$ cat src/rtl/instr_feeder.sv
// Program sequencer feeding instruction/operand words onto the controller's
// 10-bit external bus, with progress, completion and underrun reporting.
module instr_feeder #(
  parameter int unsigned DEPTH    = 16,
  parameter int unsigned AW       = $clog2(DEPTH),
  parameter logic [9:0]  NOP_WORD = 10'b0000000010
) (
  input  logic          clk,
  input  logic          rst_n,
  input  logic          prog_we,
  input  logic [AW-1:0] prog_addr,
  input  logic [9:0]    prog_wdata,
  input  logic [AW:0]   prog_len,
  input  logic          run,
  input  logic          step_en,
  input  logic          step,
  input  logic          IRin,
  input  logic          Ext,
  input  logic          Clr,
  output logic [9:0]    data,
  output logic [AW:0]   pc,
  output logic          busy,
  output logic          done,
  output logic          err,
  output logic [15:0]   retired
);

  typedef enum logic [2:0] {
    S_IDLE,
    S_RUN,
    S_PAUSE,
    S_DRAIN,
    S_DONE
  } state_e;

  state_e      state_q, state_d;
  logic [AW:0] pc_q, pc_d;
  logic [AW:0] len_q, len_d;
  logic        step_mode_q, step_mode_d;
  logic        err_q, err_d;
  logic        inflight_q, inflight_d;
  logic [15:0] retired_q, retired_d;
  logic [9:0]  mem_q [DEPTH];

  logic        in_prog;
  logic        underrun;
  logic        retire;

  // Program memory: host writes land only while idle; contents survive reset
  always_ff @(posedge clk) begin
    if (prog_we && state_q == S_IDLE) begin
      mem_q[prog_addr] <= prog_wdata;
    end
  end

  // Sequencer state register with asynchronous reset
  always_ff @(posedge clk or negedge rst_n) begin
    if (!rst_n) begin
      state_q     <= S_IDLE;
      pc_q        <= '0;
      len_q       <= '0;
      step_mode_q <= 1'b0;
      err_q       <= 1'b0;
      inflight_q  <= 1'b0;
      retired_q   <= '0;
    end else begin
      state_q     <= state_d;
      pc_q        <= pc_d;
      len_q       <= len_d;
      step_mode_q <= step_mode_d;
      err_q       <= err_d;
      inflight_q  <= inflight_d;
      retired_q   <= retired_d;
    end
  end

  // Next-state, pointer/retire bookkeeping and bus word selection
  always_comb begin
    state_d     = state_q;
    pc_d        = pc_q;
    len_d       = len_q;
    step_mode_d = step_mode_q;
    err_d       = err_q;
    inflight_d  = inflight_q;
    retired_d   = retired_q;
    data        = NOP_WORD;

    in_prog  = (pc_q < len_q);
    // An operand read past the end also happens in DRAIN (a LOAD whose opcode
    // was the last word): it gets 0 and flags the underrun, not a NOP.
    underrun = Ext && !IRin && !in_prog && (state_q == S_RUN || state_q == S_DRAIN);
    retire   = Clr && inflight_q;

    if (underrun) begin
      data  = '0;
      err_d = 1'b1;
    end
    if (retire) begin
      retired_d  = retired_q + 16'd1;
      inflight_d = 1'b0;
    end

    unique case (state_q)
      S_IDLE: begin
        if (run) begin
          len_d       = prog_len;
          step_mode_d = step_en;
          pc_d        = '0;
          err_d       = 1'b0;
          retired_d   = '0;
          inflight_d  = 1'b0;
          state_d     = (prog_len == '0) ? S_DONE : S_RUN;
        end
      end
      S_RUN: begin
        data = in_prog ? mem_q[pc_q[AW-1:0]] : '0;
        if (Ext && in_prog) begin
          pc_d = pc_q + 1'b1;
        end
        if (Ext && IRin) begin
          inflight_d = 1'b1;
          if (pc_d == len_q) begin
            state_d = S_DRAIN;
          end
        end
        // Retire is evaluated against the already-advanced pointer so a LOAD's
        // operand read and retire on the same edge finish the program.
        if (retire) begin
          if (pc_d == len_q) begin
            state_d = S_DONE;
          end else if (step_mode_q) begin
            state_d = S_PAUSE;
          end else begin
            state_d = S_RUN;
          end
        end
      end
      S_PAUSE: begin
        if (step) begin
          state_d = S_RUN;
        end
      end
      S_DRAIN: begin
        if (Clr) begin
          state_d = S_DONE;
        end
      end
      S_DONE: begin
        if (!run) begin
          state_d = S_IDLE;
        end
      end
      default: state_d = S_IDLE;
    endcase
  end

  assign pc      = pc_q;
  assign err     = err_q;
  assign retired = retired_q;
  assign done    = (state_q == S_DONE);
  assign busy    = (state_q == S_RUN) || (state_q == S_PAUSE) || (state_q == S_DRAIN);

endmodule

$ cat config.mk
export PLATFORM = sky130hd
export DESIGN_NAME = instr_feeder
export DESIGN_NICKNAME = d
export VERILOG_FILES = /design/src/rtl/instr_feeder.sv
export SDC_FILE = /design/constraint.sdc
export NUM_CORES = 1
export LEC_CHECK = 0
export CELL_PAD_IN_SITES_DETAIL_PLACEMENT = 1
export CELL_PAD_IN_SITES_GLOBAL_PLACEMENT = 1
export CORE_AREA = 2 2 132 134
export CTS_CLUSTER_SIZE = 10
export DETAILED_ROUTE_END_ITERATION = 12
export DIE_AREA = 0 0 134 136
export PLACE_DENSITY = 0.9
export SYNTH_ARGS = -nofsm -noshare
export SYNTH_HDL_FRONTEND = slang
export SYNTH_SLANG_ARGS = --single-unit
$ cat constraint.sdc
create_clock -name clk -period 3.16 [get_ports clk]
set_input_delay 0.316 -clock clk [delete_from_list [all_inputs] [get_ports clk]]
set_output_delay 0.316 -clock clk [all_outputs]
set_load 0.05 [all_outputs]
==> images/power_grid.png <==
The bar under the picture is 50 µm long. Pins as bars on the die edge. Tap cells in grey.
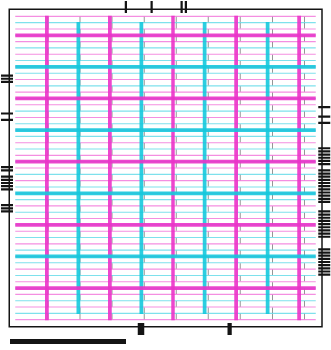
VDD -> cyan
VSS -> magenta
met4 straps = 9
signal pins = 62

==> images/placement_by_type.png <==
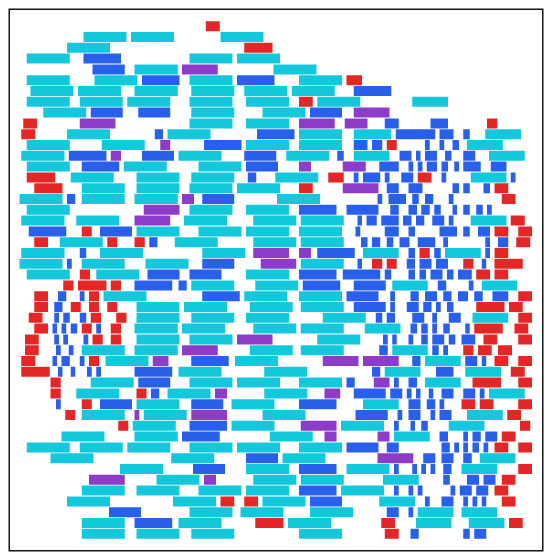
remaining buffers and delay cells -> red  # cells 94, share of their area 10%
combinational and other logic -> blue  # cells 260, share of their area 26%
clock drivers and dummy loads -> purple  # cells 32, share of their area 5.9%
sequential cells -> cyan  # cells 192, share of their area 58%

==> impl.org <==
#+TITLE: Flow metrics

** Status
- Result of the run :: completed

** Timing
- The worst pin sits at a relative slew slack of 56.7%.
- Based on the critical path, the design can be clocked at up to 327 MHz.
- Setup Total Neg Slack :: 0 ns
- At the pin with the least slew margin, the transition time is 0.644 ns.

** Placement
- HPWL after detailed placement :: 13400 µm
- Pre-CTS setup slack :: 0.327 ns
- Placed cells :: 771
- Area after detailed placement :: 9340 µm²

** Setup path
- The script reports the combined buffer and inverter count of the critical path as 2.
- Data arrival time of the critical path :: 2.74 ns
- Highest fanout seen on the critical path :: 28
- Crit start category :: register
- Critical path class :: register to primary output

** Routing
- The count of nets left with antenna violations once routing finished came out at 0.
- Post-detailed-route wirelength per cell :: 25.0 µm
- In the post-route report, total wirelength is listed as 20000 µm.

** Global route
- In the global route stage, overall resource usage came out at 23.1%.
- The first global-routing pass estimated 30500 µm of wire.

** Layout
- Signal buf overhead :: 9.74%
- Between the synthesized netlist and the finished layout, the area growth was recorded as 20.3%.
- Flops :: 192
- Per the area breakdown, the dominant cell category is flip-flops and latches.
- The final layout contains 599 nets.
- In the final layout, the share of cells above drive strength 1 is 19.0%.

** Floorplanning
- Number of rows created at floorplan :: 48
- According to the floorplan report, the placeable core area is 16900 µm².
- The share of the core area taken by cells at floorplan is 48.8%.

** Synthesis
- The cell-mix breakdown from Yosys lists the simple-gate area share as 7.62%.
- Floorplan Nets :: 511
- Counting distinct cell types in the post-synthesis netlist gives 54.
- Complex Gates by Area :: 3.77%
- Adder Share, Synth :: 0.911%
- Per the synthesis report, the XOR/XNOR share of the synthesized area is 2.44%.
- The synthesis report gives the async set-or-reset register share as 16.7%.
- Synthesized area :: 8240 µm²

** Power
- The analysis reports a worst IR drop on VDD of 0.808 mV.
- In this run the power spent charging and discharging nets is 0.00309 W.
- The flow reports power dissipated in the clock network as 0.00207 W.
- The power report attributes to the combinational group a share of 41.2%.
- Sequential power for this build is 0.00298 W.

** CTS
- TritonCTS clock tree :: built
- Buffers inserted during post-CTS setup optimization :: 0
- Post-CTS clock slew at the launch and capture registers of the worst setup and hold paths :: 0.07 ns

** Min path
- Type of the most critical hold path :: input pin to asynchronous set/reset pin
==> images/clk_routes.png <==
The bar under the picture is 50 µm long.
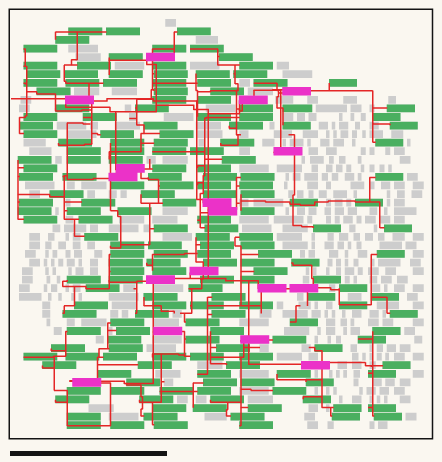
clock drivers -> magenta  # count 17
clock wires -> red  # length 2090 µm
flip-flops -> green  # count 192
flops lie = all over the die
routed clock nets = 18
share of power burned in the clock network: 24.1%
Worst Clk Skew: 0.00978 ns

## placed cells by master, fill, tap and decap left out, types with 10 or more instances in the layout
master	count
sky130_fd_sc_hd__clkdlybuf4s50_1	51
sky130_fd_sc_hd__edfxtp_1	160
sky130_fd_sc_hd__clkbuf_16	17
sky130_fd_sc_hd__buf_4	31
sky130_fd_sc_hd__nand2_1	31
sky130_fd_sc_hd__nor2_1	41
sky130_fd_sc_hd__and3_1	12
sky130_fd_sc_hd__xor2_1	15
sky130_fd_sc_hd__mux4_2	26
sky130_fd_sc_hd__buf_12	10
sky130_fd_sc_hd__o21ai_0	15
sky130_fd_sc_hd__dfrtp_1	31
sky130_fd_sc_hd__mux4_1	24
## repair_timing
action	4_1_cts	5_1_grt
pin swaps	0	0
hold buffers	0	0
gates resized	1	2
endpoints found under the setup margin	1	1
endpoints found under the hold margin	0	0
## path summary, 6_finish.rpt
check | startpoint | to | slack, ns | cells past startpoint
max | pc[0] | data[3] | 0.10 | 5
min | rst_n | retired[10] | 0.29 | 2
max reg2reg | pc[1] | state_q[0] | 0.25 | 8
min reg2reg | inflight_q | inflight_q | 0.55 | 2
max in group asynchronous | rst_n | pc[0] | 2.54 | 2
min in group clk | prog_len[3] | len_q[3] | 0.48 | 3
## Yosys cell counts (2+ instances only)
cell / n / share of area [%]
sky130_fd_sc_hd__a21oi_1: 6 / 0.36
sky130_fd_sc_hd__a2bb2oi_1: 2 / 0.21
sky130_fd_sc_hd__and2_1: 6 / 0.46
sky130_fd_sc_hd__and3_1: 12 / 0.91
sky130_fd_sc_hd__and4_1: 2 / 0.21
sky130_fd_sc_hd__buf_1: 2 / 0.091
sky130_fd_sc_hd__buf_2: 2 / 0.12
sky130_fd_sc_hd__buf_6: 2 / 0.27
sky130_fd_sc_hd__buf_8: 3 / 0.55
sky130_fd_sc_hd__clkbuf_1: 16 / 0.73
sky130_fd_sc_hd__dfrtp_1: 32 / 9.7
sky130_fd_sc_hd__edfxtp_1: 160 / 58
sky130_fd_sc_hd__ha_1: 6 / 0.91
sky130_fd_sc_hd__inv_1: 7 / 0.32
sky130_fd_sc_hd__mux2_2: 2 / 0.27
sky130_fd_sc_hd__mux4_1: 24 / 7.7
sky130_fd_sc_hd__mux4_2: 26 / 7.1
sky130_fd_sc_hd__nand2_1: 31 / 1.4
sky130_fd_sc_hd__nand2b_1: 4 / 0.30
sky130_fd_sc_hd__nand3_1: 6 / 0.36
sky130_fd_sc_hd__nand4_1: 6 / 0.46
sky130_fd_sc_hd__nor2_1: 41 / 1.9
sky130_fd_sc_hd__nor2b_1: 2 / 0.15
sky130_fd_sc_hd__nor3_1: 7 / 0.43
sky130_fd_sc_hd__o21ai_0: 16 / 0.97
sky130_fd_sc_hd__o21ai_1: 3 / 0.18
sky130_fd_sc_hd__o22ai_1: 2 / 0.15
sky130_fd_sc_hd__or3_1: 2 / 0.15
sky130_fd_sc_hd__xnor2_1: 8 / 0.85
sky130_fd_sc_hd__xor2_1: 15 / 1.6
## metal layers
metal,share of wire (%),track usage (%),wire length (µm)
met1,41,29.6,8230
met2,52,40.3,10300
met3,5.4,4.66,1080
met4,2.0,7.03,410
met5,0,0,0
Power and IR drop assume default switching activity.
